--- src/rtl/shift_arbiter_pkg.sv ---
// Shared definitions for the shift_arbiter slice.
//   SH_DW / SH_SW           : operand and shift-amount widths of the shared shifter
//   SH_DIR_LEFT / _RIGHT    : encoding of the direction bit
//   state_t (ST_EMPTY/FULL) : response register state, also exported for debug
package shift_arbiter_pkg;

  localparam int SH_DW = 8;
  localparam int SH_SW = 3;

  localparam logic SH_DIR_LEFT  = 1'b0;
  localparam logic SH_DIR_RIGHT = 1'b1;

  typedef enum logic {
    ST_EMPTY = 1'b0,
    ST_FULL  = 1'b1
  } state_t;

endpackage

--- src/rtl/barrel_shifter.sv ---
// Combinational 8-bit logical barrel shifter, zero fill.
//   data_in  : operand
//   shift    : shift amount 0..7
//   dir      : 0 = left, 1 = right
//   data_out : shifted result; shift 0 passes data_in unchanged
module barrel_shifter
  import shift_arbiter_pkg::*;
(
  input  logic [SH_DW-1:0] data_in,
  input  logic [SH_SW-1:0] shift,
  input  logic             dir,
  output logic [SH_DW-1:0] data_out
);

  logic [SH_DW-1:0] stage;

  // Log-depth structure: stage b shifts by 2^b when shift[b] is set.
  always_comb begin
    stage = data_in;
    for (int b = 0; b < SH_SW; b++) begin
      if (shift[b]) begin
        if (dir == SH_DIR_RIGHT) begin
          stage = stage >> (1 << b);
        end else begin
          stage = stage << (1 << b);
        end
      end
    end
    data_out = stage;
  end

endmodule

--- src/rtl/shift_arbiter.sv ---
// Round-robin arbiter sharing one barrel_shifter among NREQ requesters.
//   clk, rst_n   : clock, synchronous active-low reset
//   req_valid    : per-requester command present
//   req_ready    : per-requester accept (one-hot or zero)
//   req_data     : 8 bits per requester, requester i at [8i+7:8i]
//   req_shift    : 3 bits per requester, requester i at [3i+2:3i]
//   req_dir      : per-requester direction, 0 = left, 1 = right
//   rsp_valid    : result register holds a result
//   rsp_ready    : consumer takes the result
//   rsp_data     : registered shifted result
//   rsp_id       : index of the requester that produced rsp_data
//   dbg_state    : current response-register state
//
// Handshake: a transfer happens on a rising edge where valid and ready are
// both high. A requester keeps its command stable while valid && !ready;
// ready never depends on the same port's data. rsp_valid/rsp_data/rsp_id
// come straight from registers, so no req_* input reaches any rsp_* output.
//
// IDW must be wide enough to index NREQ requesters (2^IDW >= NREQ).
module shift_arbiter
  import shift_arbiter_pkg::*;
#(
  parameter int NREQ = 4,
  parameter int IDW  = 2
) (
  input  logic                    clk,
  input  logic                    rst_n,
  input  logic [NREQ-1:0]         req_valid,
  output logic [NREQ-1:0]         req_ready,
  input  logic [SH_DW*NREQ-1:0]   req_data,
  input  logic [SH_SW*NREQ-1:0]   req_shift,
  input  logic [NREQ-1:0]         req_dir,
  output logic                    rsp_valid,
  input  logic                    rsp_ready,
  output logic [SH_DW-1:0]        rsp_data,
  output logic [IDW-1:0]          rsp_id,
  output state_t                  dbg_state
);

  state_t           state_q;
  state_t           state_d;
  logic [IDW-1:0]   ptr_q;

  logic             free;
  logic             found;
  logic             accept;
  logic [2*NREQ-1:0] dbl;
  logic [NREQ-1:0]  rot;
  logic [IDW-1:0]   off;
  logic [IDW-1:0]   win;
  logic [IDW-1:0]   sel;
  logic [IDW-1:0]   ptr_nxt;

  logic [SH_DW-1:0] sh_in;
  logic [SH_SW-1:0] sh_amt;
  logic             sh_dir;
  logic [SH_DW-1:0] sh_out;

  // (a + b) mod NREQ for a, b < NREQ; one extra bit holds the carry.
  function automatic logic [IDW-1:0] wrap_add(input logic [IDW-1:0] a,
                                              input logic [IDW-1:0] b);
    logic [IDW:0] s;
    s = {1'b0, a} + {1'b0, b};
    if (s >= (IDW+1)'(NREQ)) begin
      s = s - (IDW+1)'(NREQ);
    end
    return s[IDW-1:0];
  endfunction

  // The register can take a new result when empty or when the current one
  // leaves on this same edge.
  assign free = (state_q == ST_EMPTY) || rsp_ready;

  // Rotate so that bit 0 of rot is requester ptr_q; the doubled copy makes
  // the wrap from NREQ-1 back to 0 fall out of a plain right shift.
  assign dbl = {req_valid, req_valid} >> ptr_q;
  assign rot = dbl[NREQ-1:0];

  // Lowest set bit of the rotated vector is the offset from ptr_q.
  always_comb begin
    found = 1'b0;
    off   = '0;
    for (int i = NREQ - 1; i >= 0; i--) begin
      if (rot[i]) begin
        found = 1'b1;
        off   = IDW'(i);
      end
    end
  end

  // Rotate back to an absolute index.
  assign win     = wrap_add(ptr_q, off);
  assign ptr_nxt = wrap_add(win, IDW'(1));

  // With no winner the mux still follows ptr_q; its output is then unused.
  assign sel = found ? win : ptr_q;

  always_comb begin
    sh_in  = '0;
    sh_amt = '0;
    sh_dir = SH_DIR_LEFT;
    for (int i = 0; i < NREQ; i++) begin
      if (IDW'(i) == sel) begin
        sh_in  = req_data[i*SH_DW +: SH_DW];
        sh_amt = req_shift[i*SH_SW +: SH_SW];
        sh_dir = req_dir[i];
      end
    end
  end

  barrel_shifter u_shifter (
    .data_in  (sh_in),
    .shift    (sh_amt),
    .dir      (sh_dir),
    .data_out (sh_out)
  );

  assign accept = rst_n && free && found;

  always_comb begin
    req_ready = '0;
    for (int i = 0; i < NREQ; i++) begin
      req_ready[i] = accept && (IDW'(i) == win);
    end
  end

  // Next-state logic. An accept always leaves the register FULL, including
  // the drain-and-reload case; a drain without a new winner empties it.
  always_comb begin
    state_d = state_q;
    if (accept) begin
      state_d = ST_FULL;
    end else if ((state_q == ST_FULL) && rsp_ready) begin
      state_d = ST_EMPTY;
    end
  end

  always_ff @(posedge clk) begin
    if (!rst_n) begin
      state_q <= ST_EMPTY;
    end else begin
      state_q <= state_d;
    end
  end

  // Result and pointer registers only move on accept; after a drain the
  // stale result stays in place behind rsp_valid=0.
  always_ff @(posedge clk) begin
    if (!rst_n) begin
      ptr_q    <= '0;
      rsp_data <= '0;
      rsp_id   <= '0;
    end else if (accept) begin
      ptr_q    <= ptr_nxt;
      rsp_data <= sh_out;
      rsp_id   <= win;
    end
  end

  assign rsp_valid = (state_q == ST_FULL);
  assign dbg_state = state_q;

endmodule
--- config.mk ---
export PLATFORM = sky130hd
export DESIGN_NAME = shift_arbiter
export DESIGN_NICKNAME = d
export VERILOG_FILES = /design/src/rtl/shift_arbiter_pkg.sv /design/src/rtl/barrel_shifter.sv /design/src/rtl/shift_arbiter.sv
export SDC_FILE = /design/constraint.sdc
export NUM_CORES = 1
export LEC_CHECK = 0
export CELL_PAD_IN_SITES_DETAIL_PLACEMENT = 1
export CELL_PAD_IN_SITES_GLOBAL_PLACEMENT = 1
export CORE_ASPECT_RATIO = 1.4
export CORE_MARGIN = 2
export CORE_UTILIZATION = 30
export CTS_CLUSTER_SIZE = 28
export DETAILED_ROUTE_END_ITERATION = 12
export PLACE_DENSITY_LB_ADDON = 0.3
export SLEW_MARGIN = 40
export SYNTH_ARGS = -nofsm -noshare
export SYNTH_HDL_FRONTEND = slang
export SYNTH_SLANG_ARGS = --single-unit
--- constraint.sdc ---
create_clock -name clk -period 8.7 [get_ports clk]
set_input_delay 0.87 -clock clk [delete_from_list [all_inputs] [get_ports clk]]
set_output_delay 0.87 -clock clk [all_outputs]
set_load 0.02 [all_outputs]
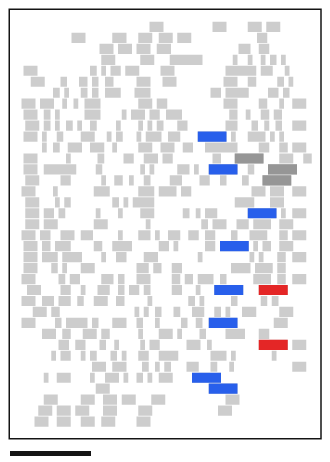
Fig. 1. Register map, names as in the netlist (run 1).
The bar under the picture is 20 µm long. Other sequential cells in the stronger grey, the rest of the logic in the fainter grey.
legend:
  rsp_id:
    colour: red
    sequential_cells: 2
  rsp_data:
    colour: blue
    sequential_cells: 8
not coloured: 3
Finished Core Util: 0.413
register area: 260 µm²
seq pwr: 0.0915 mW
Seq/total area: 0.0861

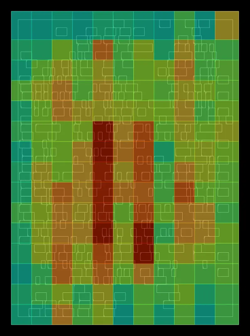
Fig. 2. Track usage over the die (run 1).
met1 Use GR: 0.228
GR Layer Usage met2: 0.375
busiest grt layer: met2
met3 usage: 0.0161

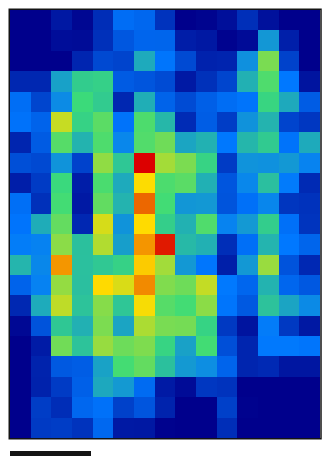
Fig. 3. Wire density map (run 1).
The bar under the picture is 20 µm long. The die is cut into 15 by 21 equal tiles; dark blue is low, red is high, scaled to the fullest tile. Values are wire area over tile area, all layers added.
fullest tile: 0.54
mean over tiles: 0.15
nearly empty tiles: 12%
densest ninth of the die: centre
tiles over half the peak: 18%

==> flow_metrics.py, run 1 <==
# Metrics from the implementation run
metrics = {
    "pwr": {
        "p_sw_frac": 0.504,
        "p_comb_mw": 0.521,
        "p_seq_frac": 0.137,
        "leakage_nw": 1.21,
        "power.density_nw_per_um2": 220,
        "p_switching_mw": 0.335,
        "p_comb_frac": 0.783,
        "power_clock_mw": 0.0533,
        "p_total_mw": 0.666,
        "peakVddDrop_v": 0.0000751,
        "maxPowerGroup": "combinational cells",
        "clkPwrFrac": 0.080,
        "internal-power_mw": 0.330,
    },
    "floorplan": {
        "die_w_um": 77.0,
        "chipArea_um2": 8180,
        "core_um2": 7310,
        "die_y_um": 106,
        "rows": 37,
        "num_io_pins": 71,
        "fp_util": 0.306,
    },
    "min_path": {
        "min_to": "rsp_id[0]$_SDFFE_PN0P_",
        "worstHoldStart": "rsp_id[0]$_SDFFE_PN0P_",
        "hp-class": "register to register",
        "holdPathStages": 2,
    },
    "setup_path": {
        "rr_worst_depth": 14,
        "rrSetupSlack_ns": 4.44,
        "path_depth": 14,
        "cp_common_cell": "o21ai_0",
        "crit_required_ns": 8.82,
        "cpPeakStageDelay_ns": 0.68,
        "start_kind": "primary input",
        "endpoint_kind": "register",
        "crit_end": "rsp_data[0]$_SDFFE_PN0P_",
        "r2r_end": "rsp_data[0]$_SDFFE_PN0P_",
        "setup.worst_path.start": "req_valid[0]",
        "r2r_start": "ptr_q[0]$_SDFFE_PN0P_",
        "critPathArrivalTime_ns": 5.09,
        "slowest_stage": "mux2i_1",
        "path_delay_family": "buffers and inverters",
        "path_buffers": 2,
        "crit_chain": "clkdlybuf4s50_1 -> nand2b_1 -> o22ai_1 -> o21ai_0 -> nand2_1 -> ha_1 -> mux2i_4 -> buf_4 -> mux2i_1 -> o21ai_0 -> mux2_2 -> a21bo_2 -> nor4b_1 -> or4_1",
        "criticalPathCategory": "primary input to register",
        "path_max_fanout": 52,
    },
    "flow_run": {
        "warning_count": 29,
        "cap_violations": 0,
    },
    "finish": {
        "top_register": "rsp_data",
        "fillerInstances": 956,
        "n_antenna_cell": 0,
        "drive_above_1_share": 0.0886,
        "nets": 422,
        "final_common_cell": "clkdlybuf4s50_1",
        "final_layout_top_logic_cells": "clkdlybuf4s50_1 (70), nand2_1 (37), nor2_1 (31), mux2i_1 (31), a21oi_1 (16)",
        "area_delta_synth_final_pct": 35.1,
        "largestRegisters": "rsp_data x8, ptr_q x2, rsp_id x2",
        "final_cell_count_no_fill": 458,
        "combGateArea_um2": 1850,
        "stdcell_area_um2": 3020,
        "largest_register_ffs": 8,
    },
    "timing": {
        "rsz0062_at_grt": "false",
        "fin_crit_sh": 0.572,
        "finalCriticalPeriod_ns": 4.98,
        "fmax_ghz": 0.201,
        "tightest_slew_ns": 0.693,
        "finalSetupViolations": 0,
        "hold_viol_final": 0,
        "maxSlewViolCount": 0,
        "tns_ns": 0,
        "fin_skew_ns": 0.000251,
        "holdWs_ns": 0.466,
        "finalWorstSetupSlack_ns": 3.72,
        "relSlewSlack": 0.525,
    },
    "global_route": {
        "grt_max_degree": 53,
        "grt_use_total": 0.196,
        "grt_pass1_vias": 2534,
        "antenna_found_initial": 0,
        "grt_pass1_wl_um": 13000,
        "overflow": 0,
    },
    "placed_design": {
        "port_buffers": 70,
        "place_area_um2": 2970,
        "dp_slack_ns": 3.44,
        "dpl.hpwl_um": 6400,
        "gp_congestion": 0.963,
        "dp.cells": 454,
    },
    "detailed_routing": {
        "wl_per_cell_um": 17.4,
        "ant_nets": 0,
        "drtIter0Drc": 45,
        "routed_via_density": 5.48,
        "vias": 2511,
        "dr.pass1.iters": 4,
        "wirelength_um": 7970,
        "drc": 0,
    },
    "logic_synthesis": {
        "ys_top_cells_by_area": "mux2i_1 (14%), dfxtp_1 (12%), nand2_1 (6.2%)",
        "synth_top_area_share": 0.143,
        "numSynthFlops": 13,
        "yosys_warnings": 0,
        "syn-num-nets": 367,
        "yosysChipArea_um2": 2240,
        "synthFlopType": "dfxtp_1",
        "postSynthCellCount": 307,
        "synth_seq_share": 0.116,
        "synth_area_um2": 2240,
        "syn_avg_cell_area_um2": 7.29,
        "synth_cell_types": 63,
        "edf_count": 0,
        "yosysCellCount": 307,
        "top_cell": "nand2_1",
        "synthArstFlopShare": 0,
        "common_cells": "nand2_1 (37), mux2i_1 (32), nor2_1 (31), a21oi_1 (16)",
        "yosysTopAreaCell": "mux2i_1",
    },
    "clock_network": {
        "clkTransAtPathRegs_ns": 0.05,
        "cts_hold_buffers": 0,
        "cts-resized-gates": 0,
        "cts_tree": "done",
        "clk_latency_ns": 0.24,
        "clk_path_buf_depth": 2,
        "postCtsSetupBuffers": 0,
        "clock_tree.htree_level_count": 1,
        "root_buffer": "clkbuf_8",
        "cts_buffers": 3,
        "cts.sinks": 13,
    },
    "outcome": {
        "outcome": "finished, final reports clean",
    },
}
run 1: cell families (layout without fill, tap and decap cells):
family | after synthesis | in the layout | share of synthesized area
xor gates and xnor gates | 3 | 3 | 0.0117
DFF | 13 | 13 | 0.116
AOI/OAI and AO/OA | 79 | 79 | 0.249
adders and majority gates | 5 | 5 | 0.0279
muxes | 48 | 48 | 0.239
buffers and inverters | 29 | 83 | 0.0676
and+or+nand+nor | 130 | 130 | 0.289
run 1: area by class of cell:
class,count,share of cell area
multi-input combinational,265,0.612
tap,97,0.0401
sequential,13,0.0861
timing repair buffer,73,0.239
inverter,6,0.00745
clock buffer,4,0.0149
run 1: per-layer routing:
layer,GRT usage,vias up,wire length (µm)
li1,-,1258,-
met1,0.228,1187,3250
met2,0.375,58,4400
met3,0.0161,8,199
met4,0.0574,0,124
met5,0,-,0
==> inputs of run 2 (changes only) <==
==> constraint.sdc (replaced) <==
create_clock -name clk -period 4.42 [get_ports clk]
set_input_delay 0.442 -clock clk [delete_from_list [all_inputs] [get_ports clk]]
set_output_delay 0.442 -clock clk [all_outputs]
set_load 0.02 [all_outputs]
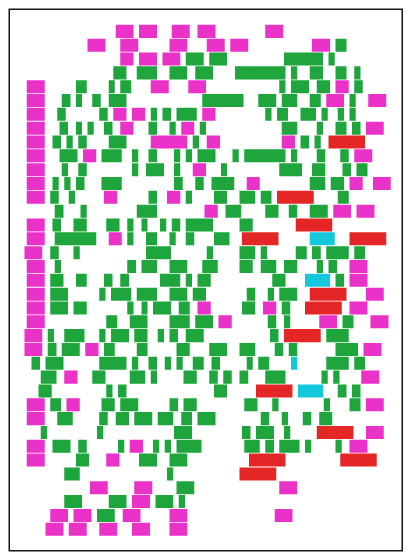
Fig. 4. Placed cells, one colour a class (run 2).
legend:
  remaining logic cells:
    colour: green
    cells: 271
    share_of_their_area: 61%
  clock drivers and dummy loads:
    colour: cyan
    cells: 4
    share_of_their_area: 1.5%
  registers:
    colour: red
    cells: 13
    share_of_their_area: 8.4%
  remaining buffers and delay cells:
    colour: magenta
    cells: 96
    share_of_their_area: 29%

==> flow_metrics.py, run 2 <==
# Metrics from the implementation run
metrics = {
    "outcome": {
        "outcome": "finished, final reports clean",
    },
    "finish": {
        "top_register": "rsp_data",
        "n_antenna_cell": 0,
        "final_cell_count_no_fill": 481,
        "largest_register_ffs": 8,
        "fin_util": 0.439,
        "drive_above_1_share": 0.138,
        "final_layout_top_logic_cells": "clkdlybuf4s50_1 (70), nand2_1 (37), mux2i_1 (32), nor2_1 (31), buf_4 (25)",
        "largestRegisters": "rsp_data x8, ptr_q x2, rsp_id x2",
    },
    "logic_synthesis": {
        "syn-num-nets": 367,
        "syn_avg_cell_area_um2": 7.29,
        "yosysChipArea_um2": 2240,
        "synthArstFlopShare": 0,
        "ys_top_cells_by_area": "mux2i_1 (14%), dfxtp_1 (12%), nand2_1 (6.2%)",
        "top_cell": "nand2_1",
        "common_cells": "nand2_1 (37), mux2i_1 (32), nor2_1 (31), a21oi_1 (16)",
        "postSynthCellCount": 307,
        "numSynthFlops": 13,
        "edf_count": 0,
        "synth_area_um2": 2240,
        "synth_cell_types": 63,
        "synth_seq_share": 0.116,
        "synthFlopType": "dfxtp_1",
        "synth_top_area_share": 0.143,
        "yosysCellCount": 307,
        "yosysTopAreaCell": "mux2i_1",
    },
    "global_route": {
        "met2_usage": 0.401,
        "use_met1": 0.239,
        "antenna_found_initial": 0,
        "overflow": 0,
        "grt_pass1_vias": 2728,
        "grt_use_total": 0.209,
        "grt_max_degree": 23,
        "busiest_layer": "met2",
        "grt_pass1_wl_um": 13800,
    },
    "detailed_routing": {
        "wirelength_um": 8470,
        "met2RoutedLength_um": 4490,
        "wl_per_cell_um": 17.6,
        "drtIter0Drc": 123,
        "routed_via_density": 5.60,
        "dr.pass1.iters": 4,
        "drc": 0,
        "dr.max_layer_used": "met4",
        "route.met3.wl_um": 272,
    },
    "setup_path": {
        "crit_required_ns": 4.61,
        "crit_chain": "clkdlybuf4s50_1 -> nand3b_1 -> nand3_1 -> o21ai_0 -> nand2_1 -> ha_1 -> or2_2 -> mux2i_1 -> xnor2_4 -> buf_4 -> nor4_1 -> buf_4 -> a21oi_1 -> a2111oi_0 -> or4_1",
        "endpoint_kind": "register",
        "path_delay_family": "simple AND/OR/NAND/NOR gates",
        "rr_worst_depth": 13,
        "start_kind": "primary input",
        "crit_end": "rsp_data[0]$_SDFFE_PN0P_",
        "setup.worst_path.start": "req_valid[3]",
        "cp_common_cell": "buf_4",
        "path_max_fanout": 15,
        "path_depth": 15,
        "r2r_start": "ptr_q[0]$_SDFFE_PN0P_",
        "path_buffers": 3,
        "critPathArrivalTime_ns": 4.11,
        "cpPeakStageDelay_ns": 0.68,
        "slowest_stage": "clkdlybuf4s50_1",
    },
    "clock_network": {
        "cts-resized-gates": 0,
        "clk_latency_ns": 0.24,
        "cts_tree": "done",
        "postCtsSetupBuffers": 0,
        "cts.sinks": 13,
        "clk_path_buf_depth": 2,
        "clock_tree.htree_level_count": 1,
        "cts_buffers": 3,
        "cts_hold_buffers": 0,
    },
    "placed_design": {
        "place_area_um2": 3170,
        "dpl.hpwl_um": 7070,
        "dp_slack_ns": 0.234,
        "port_buffers": 70,
        "gp_congestion": 0.925,
        "dp.cells": 477,
    },
    "floorplan": {
        "die_w_um": 77.0,
        "rows": 37,
        "fp_util": 0.306,
        "core_um2": 7310,
        "num_io_pins": 71,
    },
    "min_path": {
        "worstHoldStart": "rsp_id[0]$_SDFFE_PN0P_",
        "hp-class": "register to register",
        "holdPathStages": 2,
        "min_to": "rsp_id[0]$_SDFFE_PN0P_",
    },
    "timing": {
        "fin_skew_ns": 0.00107,
        "finalWorstSetupSlack_ns": 0.495,
        "fmax_ghz": 0.255,
        "tightest_slew_ns": 0.602,
        "fin_crit_sh": 0.888,
        "rsz0062_at_grt": "false",
        "finalSetupViolations": 0,
        "finalCriticalPeriod_ns": 3.92,
        "maxSlewViolCount": 0,
        "holdWs_ns": 0.465,
    },
    "pwr": {
        "leakage_nw": 1.33,
        "p_total_mw": 1.42,
        "peakVddDrop_v": 0.000138,
    },
    "flow_run": {
        "cap_violations": 0,
    },
}
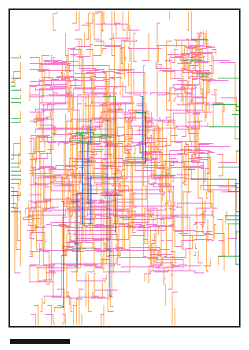
Fig. 5. Routed metal, one colour a layer (run 2).
The bar under the picture is 20 µm long.
legend:
  M2:
    colour: orange
    wire_length: 4490 µm
  M1:
    colour: magenta
    wire_length: 3390 µm
  M3:
    colour: green
    wire_length: 273 µm
  M4:
    colour: blue
    wire_length: 322 µm

run 2: final cells by class:
type,instances,area share
timing repair buffer,96,0.283
tap,97,0.0378
sequential,13,0.0810
multi-input combinational,265,0.577
clock buffer,4,0.0140
inverter,6,0.00701
run 2: cells by family (layout without fill, tap and decap cells):
| group | Yosys count | in the layout | synth area share |
|---|---|---|---|
| buf+inv | 29 | 106 | 0.0676 |
| simple gates | 130 | 130 | 0.289 |
| fa+ha+maj | 5 | 5 | 0.0279 |
| xor+xnor | 3 | 3 | 0.0117 |
| mux | 48 | 48 | 0.239 |
| flops | 13 | 13 | 0.116 |
| compound gates | 79 | 79 | 0.249 |
run 2: power breakdown:
part	internal [mW]	switching (mW)	total, mW
Sequential	0.154	0.0279	0.182
Combinational	0.512	0.622	1.13
Clock	0.0637	0.0442	0.108
==> inputs of run 3 (changes only) <==
--- a/config.mk
+++ b/config.mk
@@ -5,7 +5,7 @@
 export SDC_FILE = /design/constraint.sdc
 export NUM_CORES = 1
 export LEC_CHECK = 0
-export CELL_PAD_IN_SITES_DETAIL_PLACEMENT = 1
+export CELL_PAD_IN_SITES_DETAIL_PLACEMENT = 0
 export CELL_PAD_IN_SITES_GLOBAL_PLACEMENT = 1
 export CORE_ASPECT_RATIO = 1.4
 export CORE_MARGIN = 2
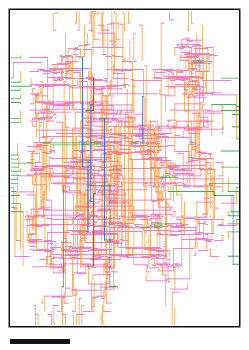
Fig. 6. Routed metal, one colour a layer (run 3).
The bar under the picture is 20 µm long.
total wire length: 7840 µm
Total GRT Usage: 0.190
Vias: 2612
Routed WL per cell: 16.3 µm

==> flow_metrics.py, run 3 <==
# Metrics from the implementation run
metrics = {
    "outcome": {
        "outcome": "finished, final reports clean",
    },
    "pwr": {
        "leakage_nw": 1.33,
        "p_seq_frac": 0.129,
        "power_clock_mw": 0.104,
        "p_switching_mw": 0.677,
        "internal-power_mw": 0.729,
        "clkPwrFrac": 0.074,
        "p_comb_mw": 1.12,
        "maxPowerGroup": "combinational cells",
        "power.density_nw_per_um2": 438,
        "p_total_mw": 1.41,
        "powerSeq_mw": 0.181,
    },
    "logic_synthesis": {
        "edf_count": 0,
        "ys_top_cells_by_area": "mux2i_1 (14%), dfxtp_1 (12%), nand2_1 (6.2%)",
        "synth_area_um2": 2240,
        "top_cell": "nand2_1",
        "yosysChipArea_um2": 2240,
        "synthArstFlopShare": 0,
        "yosys_warnings": 0,
        "syn-num-nets": 367,
        "top_logic_kind": "simple AND/OR/NAND/NOR gates",
        "common_cells": "nand2_1 (37), mux2i_1 (32), nor2_1 (31), a21oi_1 (16)",
        "mux_share": 0.239,
        "synth_top_area_share": 0.143,
        "synth_seq_share": 0.116,
        "aoi_share": 0.249,
        "numSynthFlops": 13,
        "synthFlopType": "dfxtp_1",
        "yosysCellCount": 307,
        "synth_cell_types": 63,
        "syn_avg_cell_area_um2": 7.29,
        "ys_sh_xor": 0.0117,
        "yosys.area_share.adder": 0.0279,
        "postSynthCellCount": 307,
        "ys_sh_simple": 0.289,
    },
    "timing": {
        "fmax_ghz": 0.255,
        "finalSetupViolations": 0,
        "rsz0062_at_grt": "false",
        "finalCriticalPeriod_ns": 3.92,
        "maxSlewViolCount": 0,
        "finalWorstSetupSlack_ns": 0.499,
        "fin_skew_ns": 0.000367,
        "tns_ns": 0,
        "holdWs_ns": 0.462,
        "hold_viol_final": 0,
    },
    "setup_path": {
        "endpoint_kind": "register",
        "path_delay_family": "buffers and inverters",
        "rr_worst_depth": 15,
        "critPathArrivalTime_ns": 4.03,
        "r2r_start": "ptr_q[0]$_SDFFE_PN0P_",
        "crit_chain": "clkdlybuf4s50_1 -> nand3b_1 -> nand3_1 -> o21ai_0 -> nand2_1 -> ha_1 -> mux2i_4 -> buf_12 -> mux2i_1 -> buf_4 -> a311oi_1 -> mux2i_1 -> o221ai_2 -> a211oi_1 -> or4_1",
        "cpPeakStageDelay_ns": 0.66,
        "path_max_fanout": 22,
        "start_kind": "primary input",
        "path_buffers": 3,
        "r2r_end": "rsp_data[0]$_SDFFE_PN0P_",
        "cp_common_cell": "mux2i_1",
        "slowest_stage": "clkdlybuf4s50_1",
        "criticalPathCategory": "primary input to register",
        "crit_required_ns": 4.53,
        "rrSetupSlack_ns": 0.74,
    },
    "floorplan": {
        "die_w_um": 77.0,
        "die_y_um": 106,
        "core_um2": 7310,
        "n_tap_cell": 97,
        "fp_util": 0.306,
        "rows": 37,
        "num_io_pins": 71,
    },
    "finish": {
        "drive_above_1_share": 0.138,
        "inverters": 6,
        "sh_comb_area": 0.577,
        "final_cell_count_no_fill": 481,
        "comb.multi_input.count": 265,
        "flop-count": 13,
        "nClkBuffers": 4,
        "layout.nonclk_buf_frac": 0.283,
        "seq_area_um2": 260,
        "combGateArea_um2": 1850,
        "signal_buffers": 96,
        "final_layout_top_logic_cells": "clkdlybuf4s50_1 (70), nand2_1 (37), mux2i_1 (32), nor2_1 (31), buf_4 (25)",
        "clkCellAreaFrac": 0.0140,
        "nets": 445,
        "top_register": "rsp_data",
        "stdcell_area_um2": 3210,
        "dominant_cells": "combinational gates",
        "largestRegisters": "rsp_data x8, ptr_q x2, rsp_id x2",
        "sh_seq_area": 0.0810,
        "final_common_cell": "clkdlybuf4s50_1",
        "area_delta_synth_final_pct": 43.5,
        "largest_register_ffs": 8,
    },
    "detailed_routing": {
        "ant_nets": 0,
        "wl_met1_um": 3200,
        "drtIter0Drc": 152,
        "routed_via_density": 5.43,
        "dr.pass1.iters": 6,
        "route.met3.wl_um": 252,
        "dr.max_layer_used": "met4",
        "met2RoutedLength_um": 4120,
        "drc": 0,
    },
    "global_route": {
        "overflow": 0,
        "antenna_found_initial": 0,
        "grt_pass1_vias": 2535,
        "busiest_layer": "met2",
        "grt_pass1_wl_um": 12700,
        "grt_max_degree": 23,
    },
    "clock_network": {
        "cts_buffers": 3,
        "clock_tree.htree_level_count": 1,
        "cts_hold_buffers": 0,
        "clkTransAtPathRegs_ns": 0.05,
        "cts_tree": "done",
        "cts.sinks": 13,
        "clk_latency_ns": 0.24,
        "postCtsSetupBuffers": 0,
    },
    "placed_design": {
        "gp_congestion": 0.925,
        "place_area_um2": 3170,
        "dp_slack_ns": 0.243,
        "dp.cells": 477,
    },
    "min_path": {
        "worstHoldStart": "rsp_id[0]$_SDFFE_PN0P_",
        "min_to": "rsp_id[0]$_SDFFE_PN0P_",
    },
    "flow_run": {
        "warning_count": 29,
        "cap_violations": 0,
    },
}
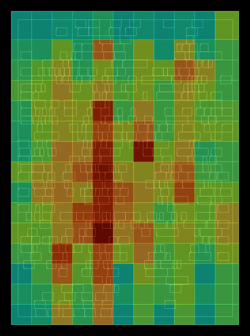
Fig. 7. Track usage over the die (run 3).
GR Layer Usage met2: 0.355
Finished Core Util: 0.439
met1 Use GR: 0.223
met3 usage: 0.0178

==> run 3: cell counts in the layout (fill, tap and decap cells not counted) <==
No cell type changed its count.
==> run 3: worst max path at each step <==
stage,start,to,cells after the start
2_1_floorplan,req_valid[1],rsp_data[0]$_SDFFE_PN0P_,13
3_3_place_gp,req_valid[1],rsp_data[0]$_SDFFE_PN0P_,15
3_5_place_dp,req_valid[1],rsp_data[0]$_SDFFE_PN0P_,15
4_1_cts,req_valid[1],rsp_data[0]$_SDFFE_PN0P_,15
5_1_grt,req_valid[1],rsp_data[0]$_SDFFE_PN0P_,15
6_report,req_valid[3],rsp_data[0]$_SDFFE_PN0P_,15
No activity file was given, so power comes from the tool's default toggle rates.
